## config.mk

```make
export PLATFORM = sky130hd
export DESIGN_NAME = pipelined_addsub
export DESIGN_NICKNAME = d
export VERILOG_FILES = /design/src/rtl/pipelined_addsub.sv
export SDC_FILE = /design/constraint.sdc
export NUM_CORES = 1
export LEC_CHECK = 0
export CAP_MARGIN = 5
export CORE_MARGIN = 2
export CORE_UTILIZATION = 55
export CTS_BUF_LIST = sky130_fd_sc_hd__clkbuf_8
export DETAILED_ROUTE_END_ITERATION = 16
export PLACE_DENSITY_LB_ADDON = 0.05
export SYNTH_ARGS = -nofsm -noshare
export SYNTH_HDL_FRONTEND = slang
export SYNTH_SLANG_ARGS = --single-unit
```

## constraint.sdc

```tcl
create_clock -name clk -period 4.6 [get_ports clk]
set_input_delay 0.92 -clock clk [delete_from_list [all_inputs] [get_ports clk]]
set_output_delay 0.92 -clock clk [all_outputs]
set_load 0.005 [all_outputs]
```

## src/rtl/pipelined_addsub.sv

```systemverilog
// Pipelined add/subtract/compare unit with N/Z/C/V flags.
// The carry chain is cut into STAGES slices with a valid/ready handshake.
module pipelined_addsub #(
    parameter int WIDTH  = 32,
    parameter int STAGES = 2
) (
    input  logic             clk,
    input  logic             rst_n,
    input  logic             in_valid,
    output logic             in_ready,
    input  logic [1:0]       op,
    input  logic [WIDTH-1:0] input1,
    input  logic [WIDTH-1:0] input2,
    output logic             out_valid,
    input  logic             out_ready,
    output logic [WIDTH-1:0] out,
    output logic             flag_n,
    output logic             flag_z,
    output logic             flag_c,
    output logic             flag_v
);

    localparam int SW = WIDTH / STAGES;

    localparam logic [1:0] OP_ADD  = 2'b00;
    localparam logic [1:0] OP_SLT  = 2'b10;
    localparam logic [1:0] OP_SLTU = 2'b11;

    logic [STAGES-1:0] vld;
    logic [STAGES-1:0] adv;
    logic [STAGES-1:0] pv;
    logic              inv;
    logic [WIDTH-1:0]  b_in;

    assign inv  = op != OP_ADD;
    assign b_in = input2 ^ {WIDTH{inv}};

    // A stage moves when any stage at or after it has room.
    always_comb begin
        logic go;
        go = out_ready;
        adv = '0;
        for (int i = STAGES - 1; i >= 0; i--) begin
            go = go || !vld[i];
            adv[i] = go;
        end
    end

    always_comb begin
        pv = '0;
        pv[0] = in_valid;
        for (int i = 1; i < STAGES; i++) begin
            pv[i] = vld[i-1];
        end
    end

    always_ff @(posedge clk or negedge rst_n) begin
        if (!rst_n) begin
            vld <= '0;
        end else begin
            for (int i = 0; i < STAGES; i++) begin
                if (adv[i]) begin
                    vld[i] <= pv[i];
                end
            end
        end
    end

    assign in_ready  = adv[0];
    assign out_valid = vld[STAGES-1];

    for (genvar g = 0; g < STAGES; g++) begin : st
        localparam int LO = g * SW;
        localparam int HI = LO + SW;

        logic [SW-1:0] a_sl;
        logic [SW-1:0] b_sl;
        logic          c_in;
        logic [1:0]    op_c;
        logic [SW:0]   sum;

        if (g == 0) begin : src
            assign a_sl = input1[SW-1:0];
            assign b_sl = b_in[SW-1:0];
            assign c_in = inv;
            assign op_c = op;
        end else begin : src
            assign a_sl = st[g-1].rg.a_q[SW-1:0];
            assign b_sl = st[g-1].rg.b_q[SW-1:0];
            assign c_in = st[g-1].rg.c_q;
            assign op_c = st[g-1].rg.op_q;
        end

        assign sum = {1'b0, a_sl} + {1'b0, b_sl} + {{SW{1'b0}}, c_in};

        if (g < STAGES - 1) begin : rg
            // Unconsumed operand bits ride above, finished sum bits below.
            logic [WIDTH-HI-1:0] a_q;
            logic [WIDTH-HI-1:0] b_q;
            logic [WIDTH-HI-1:0] a_nx;
            logic [WIDTH-HI-1:0] b_nx;
            logic [HI-1:0]       s_q;
            logic [HI-1:0]       s_nx;
            logic                c_q;
            logic [1:0]          op_q;

            if (g == 0) begin : nx
                assign a_nx = input1[WIDTH-1:SW];
                assign b_nx = b_in[WIDTH-1:SW];
                assign s_nx = sum[SW-1:0];
            end else begin : nx
                assign a_nx = st[g-1].rg.a_q[WIDTH-LO-1:SW];
                assign b_nx = st[g-1].rg.b_q[WIDTH-LO-1:SW];
                assign s_nx = {sum[SW-1:0], st[g-1].rg.s_q};
            end

            always_ff @(posedge clk or negedge rst_n) begin
                if (!rst_n) begin
                    a_q  <= '0;
                    b_q  <= '0;
                    s_q  <= '0;
                    c_q  <= 1'b0;
                    op_q <= OP_ADD;
                end else if (adv[g] && pv[g]) begin
                    a_q  <= a_nx;
                    b_q  <= b_nx;
                    s_q  <= s_nx;
                    c_q  <= sum[SW];
                    op_q <= op_c;
                end
            end
        end else begin : fin
            logic [WIDTH-1:0] s_full;
            logic [WIDTH-1:0] res;
            logic             n_nx;
            logic             z_nx;
            logic             c_nx;
            logic             v_nx;

            if (g == 0) begin : cat
                assign s_full = sum[SW-1:0];
            end else begin : cat
                assign s_full = {sum[SW-1:0], st[g-1].rg.s_q};
            end

            assign n_nx = s_full[WIDTH-1];
            assign z_nx = s_full == '0;
            assign c_nx = sum[SW];
            assign v_nx = (a_sl[SW-1] == b_sl[SW-1]) && (n_nx != a_sl[SW-1]);

            always_comb begin
                res = '0;
                unique case (op_c)
                    OP_SLT:  res[0] = n_nx ^ v_nx;
                    OP_SLTU: res[0] = ~c_nx;
                    default: res = s_full;
                endcase
            end

            always_ff @(posedge clk or negedge rst_n) begin
                if (!rst_n) begin
                    out    <= '0;
                    flag_n <= 1'b0;
                    flag_z <= 1'b0;
                    flag_c <= 1'b0;
                    flag_v <= 1'b0;
                end else if (adv[g] && pv[g]) begin
                    out    <= res;
                    flag_n <= n_nx;
                    flag_z <= z_nx;
                    flag_c <= c_nx;
                    flag_v <= v_nx;
                end
            end
        end
    end

endmodule
```

Figure 1. Clock nets.
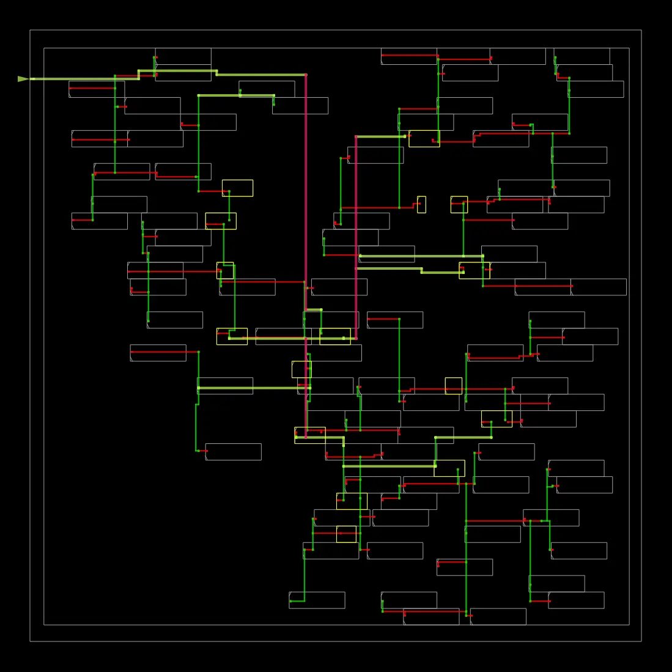
clock latency on the worst-skew pair: 360 ps
total clock buffers created by CTS: 9

Figure 2. Clock wires, drivers and flops.
Drawn at 4 px/µm.
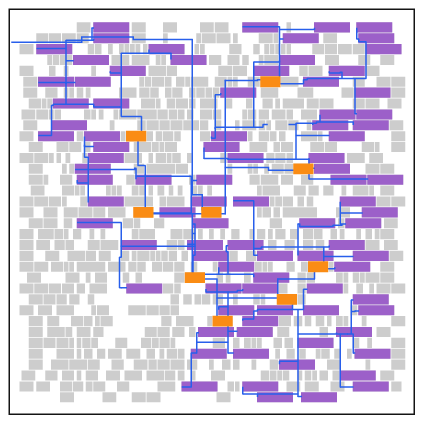
[clock wires] blue | length: 1040 µm
[clock-net drivers] orange | count: 9
[flip-flops] purple | count: 89
routed clock nets	10

Figure 3. Metal layers overlaid.
Drawn at 3 px/µm. Two of the layers only.
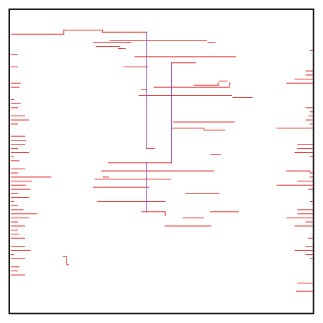
layer	colour	wire length
M4	purple	88.4 µm
M3	red	745 µm

Figure 4. Ports around the boundary.
Drawn at 4 px/µm. Pins as bars across the die edge, other pins in grey.
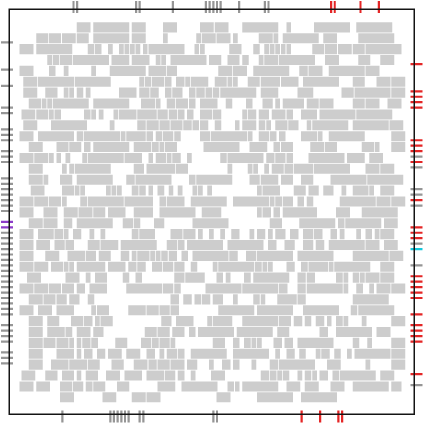
port	colour	pins	direction	edge
op	purple	2	input	left
out	red	32	output	24 right, 4 top, 4 bottom
out_valid	cyan	1	output	right

==> Flow_metrics.wiki <==
== Run summary ==
{| class="wikitable"
! Metric !! Value
|-
| MI comb area || about 2800 µm²
|-
| Final weighted congestion in routability-driven placement || ~0.88
|-
| Number of cells in the design after placement || 752
|-
| Hold-fix buffers, CTS || 0
|-
| Maximum cell stage delay along the critical path || between 400 and 500 ps
|-
| PnR worst setup slack || between 1000 and 1500 ps
|-
| Top layer in use || met4
|-
| Most common cell after layout, fill and taps aside || sky130_fd_sc_hd__nand2_1
|-
| PortBufs || approximately 110
|-
| Leading cell types in the layout, fill and taps excluded || sky130_fd_sc_hd__nand2_1, sky130_fd_sc_hd__clkdlybuf4s50_1, sky130_fd_sc_hd__dfrtp_1
|-
| Type of destination of the critical path || flip-flop
|-
| Number of clock sinks seen by CTS || approximately 90
|-
| WL per Instance || ~15 µm
|-
| Storage cell area || between 2000 and 2500 µm²
|-
| Hold Path Cell Cnt || 2
|-
| Met1 layer wirelength in the final routing || around 5900 µm
|-
| Number of cells on the critical path || 12
|-
| Final setup violating endpoints || 0
|-
| Result of the run || finished, final reports clean
|-
| Final-report max-slew violation count || 0
|-
| Worst setup path class || in2reg
|-
| Syn Inst Count || roughly 550
|-
| Largest family of logic cells by area || AND-OR/OR-AND gates
|-
| Distinct cell type count after synthesis || between 50 and 60
|-
| Top cell type's share of synthesized area || a little over two fifths
|-
| Number of gates given a new drive strength after cts || 0
|-
| Total number of warnings across the stage logs || 26
|-
| Met2 wire length || between 4000 and 5000 µm
|-
| Clock root buffer || sky130_fd_sc_hd__clkbuf_8
|-
| Final setup skew || between 15 and 20 ps
|-
| Synth area leader || sky130_fd_sc_hd__dfrtp_1
|-
| Net total in the final layout || between 700 and 800
|-
| Post-synth seq share || between 40% and 50%
|-
| Share of the core filled with cells in the final layout || a little over two thirds
|-
| Met3 Wirelength || 745 µm
|-
| IR Drop Worst-Case VDD || around 0.18 mV
|-
| Post-route setup TNS || 0 ps
|-
| Residual antenna-violating net count after detailed routing || 0
|-
| Dominant synthesized flop cell || sky130_fd_sc_hd__dfrtp_1
|-
| Number of antenna violations at the first check in global routing || 0
|-
| Top Ports || 108
|-
| Worst min-delay path class || reg2reg
|-
| Cell count listed in synth_stat.txt || around 550
|-
| Deepest level of the CTS H-tree || 3
|-
| Yosys reg bits || 89
|-
| Floorplan net count || about 660
|-
| Relative slew margins || 33.2%
|-
| Count of vias placed by the detailed router || 4314
|-
| Leading post-synthesis cells by instance count || sky130_fd_sc_hd__nand2_1, sky130_fd_sc_hd__dfrtp_1, sky130_fd_sc_hd__o21ai_0, sky130_fd_sc_hd__ha_1, sky130_fd_sc_hd__xor2_1
|-
| Area of the chip || 10200 µm²
|-
| Number of detailed-route iterations in the first pass || 4
|-
| CORE AREA || 9200 µm²
|-
| Average cell area after synthesis || around 9.3 µm²
|-
| Series of cell instances along the critical path || clkdlybuf4s50_1 -> nor2_4 -> buf_4 -> xnor2_1 -> ha_1 -> nand2_1 -> nand2b_1 -> a21o_1 -> a221o_1 -> a211oi_1 -> o2111ai_1 -> nand3_1
|-
| Xor-xnor portion of the synthesized cell area || 8.31%
|-
| CTS clk-pin slew, worst paths || around 80 ps
|-
| DRC marker count from the first detailed-route iteration || around 170
|-
| Maximum number of buffers from clock root to sink || 2
|-
| Overall Power || 2.64 mW
|-
| First-pass GRT wire length || about 19000 µm
|-
| Number of antenna diodes || 0
|-
| Core Rows || 35
|-
| Total wire length after detailed routing || 11500 µm
|-
| Cell types occupying the most area after synthesis || sky130_fd_sc_hd__dfrtp_1, sky130_fd_sc_hd__nand2_1, sky130_fd_sc_hd__ha_1, sky130_fd_sc_hd__o21ai_0, sky130_fd_sc_hd__xor2_1
|-
| Critical Path Slowest Stage Cell || sky130_fd_sc_hd__clkdlybuf4s50_1
|-
| Top reg by flops || out
|-
| Pin count of the biggest net entering global routing || about 60
|-
| Area fraction in mux cells || less than 1%
|-
| DIE HEIGHT || about 100 µm
|-
| Post-synthesis compound-gate area fraction || a little under a fifth
|-
| Most heavily used metal layer in global routing || met1
|-
| Met1 track utilization from global routing || a little under two fifths
|-
| Simple Share, Synth || approximately 18%
|-
| Post-detailed-placement cell area || ~6300 µm²
|-
| Final instance area || 6510 µm²
|-
| Minimum period implied by the final worst setup slack || about 3500 ps
|-
| Yosys adder share || between 8 and 9%
|-
| Worst-path fanout max || 10
|-
| Post-CTS Setup Inserts || 0
|-
| Number of cells on the worst reg-to-reg path || 10
|-
| Nature of the critical path startpoint || input port
|-
| Cell family with the largest share of critical-path delay || AND-OR/OR-AND gates
|-
| Cell area after technology mapping || 5160 µm²
|-
| Most frequent cell after synthesis || sky130_fd_sc_hd__nand2_1
|}
==> path summary, 6_finish.rpt <==
check / start / endpoint / slack [ps]
max: op[1] / st[0].rg.s_q[15] / 1100
min: out[2] / out[2] / 490
max in group asynchronous: rst_n / st[0].rg.s_q[9] / 3080
min reg2reg: out[2] / out[2] / 490
max reg2reg: st[0].rg.a_q[0] / flag_z / 1340
min in group asynchronous: rst_n / out[11] / 540
==> layout make-up <==
class,count,share of cell area [%]
Multi-Input combinational cell,428,43.2
Inverter,11,0.634
Clock inverter,6,0.672
Clock buffer,10,2.11
Timing Repair Buffer,113,17.1
Tap cell,111,2.13
Sequential cell,89,34.2
==> report_power, final <==
group          internal, mW  switching (mW)  total, mW
combinational         0.532           0.514       1.05
clock                 0.212           0.285      0.497
sequential            0.967           0.128       1.10
Power and IR drop assume default switching activity.
